==> images/placement.png <==
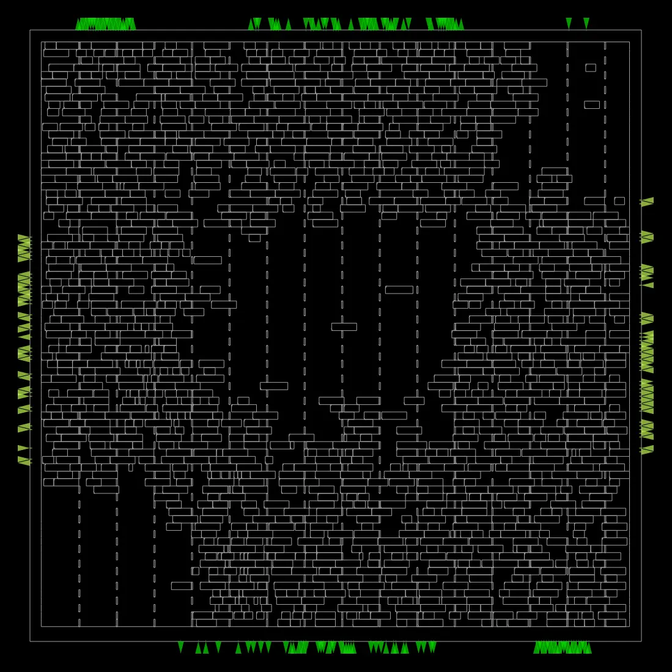
==> images/logic_types.png <==
Bar = 50 um.
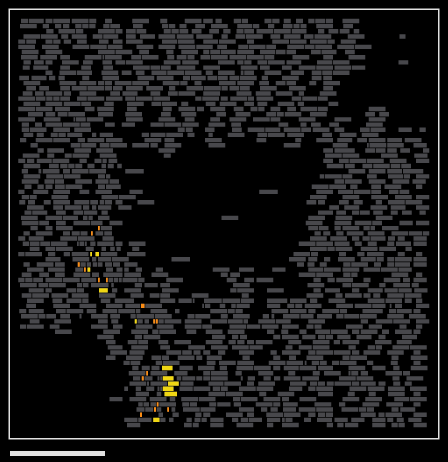
==> images/placement_by_type.png <==
Bar = 50 um. Fill, decap, tap and diode cells in gray.
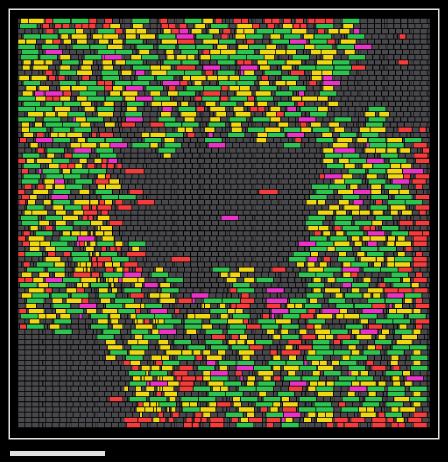
[src/rtl/snax_csr_req_buffer.sv]
`default_nettype none
// +----------------------------------------------------------------------------+
// | Module      : snax_csr_req_buffer                                          |
// | Description : In-order CSR request queue with read-credit flow control and |
// |               a read-response queue. The optional same-cycle request       |
// |               bypass is enabled by SNAX_CSR_BUF_FALLTHROUGH_EN.            |
// | Revision    : 1.0 - initial release                                        |
// +----------------------------------------------------------------------------+
module snax_csr_req_buffer #(
  parameter int unsigned ReqDepth  = 4,
  parameter int unsigned RspDepth  = 4,
  parameter int unsigned AddrWidth = 32,
  parameter int unsigned DataWidth = 32
) (
  input  logic                        clk_i,
  input  logic                        rst_ni,
  input  logic [DataWidth-1:0]        up_req_data_i,
  input  logic [AddrWidth-1:0]        up_req_addr_i,
  input  logic                        up_req_write_i,
  input  logic                        up_req_valid_i,
  output logic                        up_req_ready_o,
  output logic [DataWidth-1:0]        up_rsp_data_o,
  output logic                        up_rsp_valid_o,
  input  logic                        up_rsp_ready_i,
  output logic [DataWidth-1:0]        dn_req_data_o,
  output logic [AddrWidth-1:0]        dn_req_addr_o,
  output logic                        dn_req_write_o,
  output logic                        dn_req_valid_o,
  input  logic                        dn_req_ready_i,
  input  logic [DataWidth-1:0]        dn_rsp_data_i,
  input  logic                        dn_rsp_valid_i,
  output logic                        dn_rsp_ready_o,
  output logic [$clog2(RspDepth):0]   outstanding_o,
  output logic                        idle_o
);

  localparam int unsigned ReqPtrW   = $clog2(ReqDepth);
  localparam int unsigned RspPtrW   = $clog2(RspDepth);
  localparam int unsigned ReqCntW   = ReqPtrW + 1;
  localparam int unsigned RspCntW   = RspPtrW + 1;
  localparam int unsigned ReqEntryW = 1 + AddrWidth + DataWidth;

  // Request storage: {write, addr, data}
  logic [ReqEntryW-1:0] req_mem_q [ReqDepth];
  logic [ReqPtrW-1:0]   req_wptr_q, req_rptr_q;
  logic [ReqCntW-1:0]   req_cnt_q, req_cnt_d;

  logic [DataWidth-1:0] rsp_mem_q [RspDepth];
  logic [RspPtrW-1:0]   rsp_wptr_q, rsp_rptr_q;
  logic [RspCntW-1:0]   rsp_cnt_q, rsp_cnt_d;

  logic [RspCntW-1:0]   outstanding_q, outstanding_d;

  logic req_empty, req_full, rsp_empty, rsp_full;
  logic req_push, req_pop, rsp_push, rsp_pop;
  logic up_req_fire, dn_req_fire, dn_rsp_fire;
  logic credit;
  logic [ReqEntryW-1:0] head;

  assign req_empty = (req_cnt_q == '0);
  assign req_full  = (req_cnt_q == ReqCntW'(ReqDepth));
  assign rsp_empty = (rsp_cnt_q == '0);
  assign rsp_full  = (rsp_cnt_q == RspCntW'(RspDepth));
  assign credit    = (outstanding_q < RspCntW'(RspDepth));
  assign head      = req_mem_q[req_rptr_q];

  assign up_req_ready_o = !req_full;
  assign up_req_fire    = up_req_valid_i && up_req_ready_o;
  assign dn_req_fire    = dn_req_valid_o && dn_req_ready_i;

  always_comb begin
    dn_req_write_o = head[ReqEntryW-1];
    dn_req_addr_o  = head[DataWidth +: AddrWidth];
    dn_req_data_o  = head[DataWidth-1:0];
    dn_req_valid_o = !req_empty && (head[ReqEntryW-1] || credit);
    req_push       = up_req_fire;
    req_pop        = dn_req_fire;
`ifdef SNAX_CSR_BUF_FALLTHROUGH_EN
    // Empty queue: present the incoming request directly; store it only if it stalls.
    if (req_empty && up_req_valid_i) begin
      dn_req_write_o = up_req_write_i;
      dn_req_addr_o  = up_req_addr_i;
      dn_req_data_o  = up_req_data_i;
      dn_req_valid_o = up_req_write_i || credit;
      req_push       = up_req_fire && !dn_req_fire;
      req_pop        = 1'b0;
    end
`endif
    req_cnt_d = req_cnt_q + ReqCntW'(req_push) - ReqCntW'(req_pop);
  end

  // Responses with nothing outstanding are stale and are swallowed.
  assign dn_rsp_ready_o = !rsp_full;
  assign dn_rsp_fire    = dn_rsp_valid_i && dn_rsp_ready_o;
  assign rsp_push       = dn_rsp_fire && (outstanding_q != '0);
  assign up_rsp_valid_o = !rsp_empty;
  assign up_rsp_data_o  = rsp_mem_q[rsp_rptr_q];
  assign rsp_pop        = up_rsp_valid_o && up_rsp_ready_i;

  always_comb begin
    rsp_cnt_d     = rsp_cnt_q + RspCntW'(rsp_push) - RspCntW'(rsp_pop);
    outstanding_d = outstanding_q;
    unique case ({dn_req_fire && !dn_req_write_o, rsp_pop})
      2'b10:   outstanding_d = outstanding_q + RspCntW'(1);
      2'b01:   outstanding_d = outstanding_q - RspCntW'(1);
      default: outstanding_d = outstanding_q;
    endcase
  end

  assign outstanding_o = outstanding_q;
  assign idle_o        = req_empty && (outstanding_q == '0);

  always_ff @(posedge clk_i or negedge rst_ni) begin
    if (!rst_ni) begin
      for (int i = 0; i < int'(ReqDepth); i++) req_mem_q[i] <= '0;
      req_wptr_q <= '0;
      req_rptr_q <= '0;
      req_cnt_q  <= '0;
    end else begin
      if (req_push) begin
        req_mem_q[req_wptr_q] <= {up_req_write_i, up_req_addr_i, up_req_data_i};
        req_wptr_q            <= req_wptr_q + ReqPtrW'(1);
      end
      if (req_pop) req_rptr_q <= req_rptr_q + ReqPtrW'(1);
      req_cnt_q <= req_cnt_d;
    end
  end

  always_ff @(posedge clk_i or negedge rst_ni) begin
    if (!rst_ni) begin
      for (int i = 0; i < int'(RspDepth); i++) rsp_mem_q[i] <= '0;
      rsp_wptr_q    <= '0;
      rsp_rptr_q    <= '0;
      rsp_cnt_q     <= '0;
      outstanding_q <= '0;
    end else begin
      if (rsp_push) begin
        rsp_mem_q[rsp_wptr_q] <= dn_rsp_data_i;
        rsp_wptr_q            <= rsp_wptr_q + RspPtrW'(1);
      end
      if (rsp_pop) rsp_rptr_q <= rsp_rptr_q + RspPtrW'(1);
      rsp_cnt_q     <= rsp_cnt_d;
      outstanding_q <= outstanding_d;
    end
  end

endmodule
`default_nettype wire

[config.mk]
export PLATFORM = sky130hd
export DESIGN_NAME = snax_csr_req_buffer
export DESIGN_NICKNAME = d
export VERILOG_FILES = /design/src/rtl/snax_csr_req_buffer.sv
export SDC_FILE = /design/constraint.sdc
export NUM_CORES = 1
export LEC_CHECK = 0
export ABC_CLOCK_PERIOD_IN_PS = 2800
export CAP_MARGIN = 25
export CORE_MARGIN = 4
export CORE_UTILIZATION = 40
export CTS_CLUSTER_DIAMETER = 60
export DETAILED_ROUTE_END_ITERATION = 8
export HOLD_SLACK_MARGIN = 0.02
export PLACE_DENSITY = 0.66
export SLEW_MARGIN = 25
export SYNTH_ARGS = -nofsm -noshare
export SYNTH_HDL_FRONTEND = slang
export SYNTH_SLANG_ARGS = --single-unit
[constraint.sdc]
create_clock -name clk_i -period 2.8 [get_ports clk_i]
set_clock_uncertainty 0.2 [all_clocks]
set_input_delay 0.7 -clock clk_i [delete_from_list [all_inputs] [get_ports clk_i]]
set_output_delay 0.7 -clock clk_i [all_outputs]
set_load 0.05 [all_outputs]
==> flow_summary.yaml <==
# implementation run metrics
outcome:
  status: "finished with violations"
  violations: "setup timing"
synth:
  synth_warnings: 0
  enable_flop_cells: 0
  yosys_most_used_dff: "dfrtp_1"
  async_flop_share_pct: 100
  ys_area_um2: 18800
  syn-num-nets: 1152
  synth.ff_latch_count: 405
  register_share_after_synthesis_pct: 53.9
  yosys-stat-cells: 1033
  syn_area_per_cell_um2: 18.2
  yosysUniqueCellTypes: 33
  synth.cell_area_um2: 18800
  synthCells: 1033
drt:
  route.detailed.vias_per_inst: 5.14
  total_length_of_routed_wires_um: 42800
  overall_via_count_from_detail_route: 9946
  number_of_drc_violations_after_detailed_routing: 0
  first_iter_violations: 455
  routedWlPerCell_um: 22.1
  drt_pass1_iterations: 4
  antenna_left: 0
worst_setup_path:
  critical_path.max_fanout: 7
  crit_path_frequent_cell: "buf_12"
  timing.critical_path.slowest_cell_delay_ps: 570
  timing.rr.start: "req_rptr_q[0]"
  worst-endpoint-required_ps: 1900
  worstSetupPathType: "reg -> out"
  endpoint_kind: "primary output"
  crit_path_top_delay_cell: "mux4_2"
  critPathTopFamily: "multiplexers"
  critical_path.cell_chain: "buf_12 -> buf_16 -> mux4_2 -> buf_12"
  critical_path_buf_inv_count: 3
  crit_arrival_ps: 2090
  setup.worst_path.start: "req_rptr_q[0]"
  startpoint_type: "register"
grt:
  global_router_s_overall_resource_usage_pct: 17.0
  first_pass_grt_wire_length_um: 67500
  via_count_of_the_first_global_routing_pass: 11400
  grt_start_max_net_pins: 68
  grt_antenna_before_repair: 2
  globalRoute.totalOverflow: 0
placement:
  portBuffers: 207
  preCtsSetupSlack_ps: -58.2
  routability_congestion_estimate_from_global_placement: 0.729
  hpwlAfterDp_um: 26400
worst_hold_path:
  hp-class: "reg -> reg"
  hold_path.startpoint: "rsp_mem_q[38]"
timing:
  final.period_utilization_pct: 107
  final_setup_violation_count: 93
  fmax_ghz: 0.335
  timing_max_transition_violations_final: 0
  post-route-min-period_ps: 2990
  unrepaired_setup_endpoints_after_global_routing: "yes"
  report.final.hold_viol_count: 0
  worst_pin_slew_ps: 559
  relSlewSlack_pct: 62.7
  worst_hold_slack_ps: 280
  layout_setup_ws_ps: -186
final_layout:
  areaGrowthSynthToFinish_pct: 28.9
  layout.filler_cells: 3779
  drive_above_1_share_pct: 52.5
  layout_top_cells: "399 x dfrtp_1, 200 x mux2_4, 136 x mux2_2"
  multi_input_comb_area_um2: 8000
  final_nets: 1410
  regArea_um2: 10100
cts:
  clk_pin_slew_ps: 60
  cts-buffers-inserted: 46
  cts-htree-levels: 2
  tritoncts_num_sinks: 405
  skew_pair_late_insertion_delay_ps: 560
  clockRootBuffer: "clkbuf_16"
  clock_path_buffers: 3
  tritoncts: "done"
die:
  top_level_ports: 208
  die_area_um2: 50500
  die_width_um: 225
  floorplan.die.height_um: 225
  floorplanUtilization_pct: 40.4
run:
  tool_warnings: 34
  maxCapViolCount: 0
-- placement.png (at the start) --
sequential share of cell area: 41.9%
placeable core area: 46500 um2

-- logic_types.png (at the start) --
Orange is inverters, cells 15. Yellow is NOR gates, cells 11.
leading cell type in the layout, fill and taps excluded: dfrtp_1
non-filler instance count after layout: 1935
Comb area share: 33.0%

-- placement_by_type.png (at the start) --
Magenta is clock drivers and dummy loads, cells 84. Green is flops, cells 405. Red is other buffers and delay cells, cells 274. Yellow is combinational and other logic, cells 564.
Cell Rows: 79
Core Util, Final: 52.1%
post-route cell area: 24200 um2

[per-layer routing]
metal	GRT usage (%)	vias up	share of wire, %
li1	-	4354	-
met1	23.5	5364	45
met2	27.7	169	49
met3	3.89	57	4.2
met4	3.99	2	1.8
met5	0	-	0.047
[state kept, by name, indices dropped and copies added, names as in the netlist]
register	cells
req_rptr_q	2
req_wptr_q	2
rsp_wptr_q	2
outstanding_o	3
req_mem_q	260
rsp_cnt_q	3
rsp_rptr_q	2
rsp_mem_q	128
req_cnt_q	3
[kinds of logic (layout without fill, tap and decap cells)]
family,after synthesis,after routing,share of synthesized area (%)
AND-OR/OR-AND,5,5,0.193
XOR/XNOR,12,12,0.559
adder cells (fa/ha/maj),16,16,1.19
buffers and inverters,79,373,3.98
flip-flops,405,405,53.9
multiplexers,490,490,39.2
other,0,1,0
AND/OR/NAND/NOR,26,26,0.972
[worst register-to-register path, cell delays in order (launching register included)]
cell     delay, ps
dfrtp_4        510
buf_4          150
mux4_2         480
nor2b_4        150
buf_4          110
nor2_1          40
ha_1           300
inv_1           60
ha_1           120
inv_1           50
fa_2           330
xnor2_1        190
xnor2_1        150
[cell usage after synthesis (2+ instances only)]
master    instances  area, um2
nand2_1           6       22.5
buf_2            24        120
buf_4             6       45.0
mux2i_1           3       30.0
nor2_1            3       11.3
xnor2_1           8       70.1
buf_1             3       11.3
mux2_2          136       1530
mux2_1           54        608
nand3_2           4       40.0
clkbuf_1          6       22.5
buf_12           24        480
mux2_4          200       3000
dfrtp_1         405      10100
or3_1             2       12.5
nor3_2            5       50.1
xor2_1            4       35.0
inv_1            15       56.3
ha_1             13        163
mux4_2           97       2180
fa_1              3       60.1
[through the flow]
step / instance area (um2) / cells / setup TNS (ps)
after floorplan: 18800 / 1033 / 0
after global placement: 22000 / 1828 / -25.1
after detailed placement: 22000 / 1828 / -78.1
after CTS: 24100 / 1928 / -18690
after global routing: 24200 / 1935 / -20300
final: 24200 / 1935 / -13090
[area by class of cell]
| class | count | share of cell area, % |
|---|---|---|
| Tap cell | 607 | 3.14 |
| Timing Repair Buffer | 274 | 15.1 |
| Multi-Input combinational cell | 549 | 33.0 |
| Clock inverter | 13 | 0.785 |
| Inverter | 15 | 0.243 |
| Sequential cell | 405 | 41.9 |
| Antenna cell | 1 | 0.0103 |
| Clock buffer | 71 | 5.77 |
[path summary, 6_finish.rpt]
check	end	slack, ps	cells after the start
max reg2reg	req_cnt_q[2]	-130	12
min reg2reg	rsp_mem_q[38]	280	1
min	rsp_mem_q[38]	280	1
max	dn_req_addr_o[7]	-190	4
max in group asynchronous	req_mem_q[87]	1100	3
min in group asynchronous	req_mem_q[236]	520	2
[timing repair]
item                                    CTS  global route
hold endpoints to repair                 53             0
gates cloned                              7             4
setup buffers                             8             5
pin swaps                                 0             6
hold buffers                              1             0
endpoints found under the setup margin  101           106
resized                                  76            22
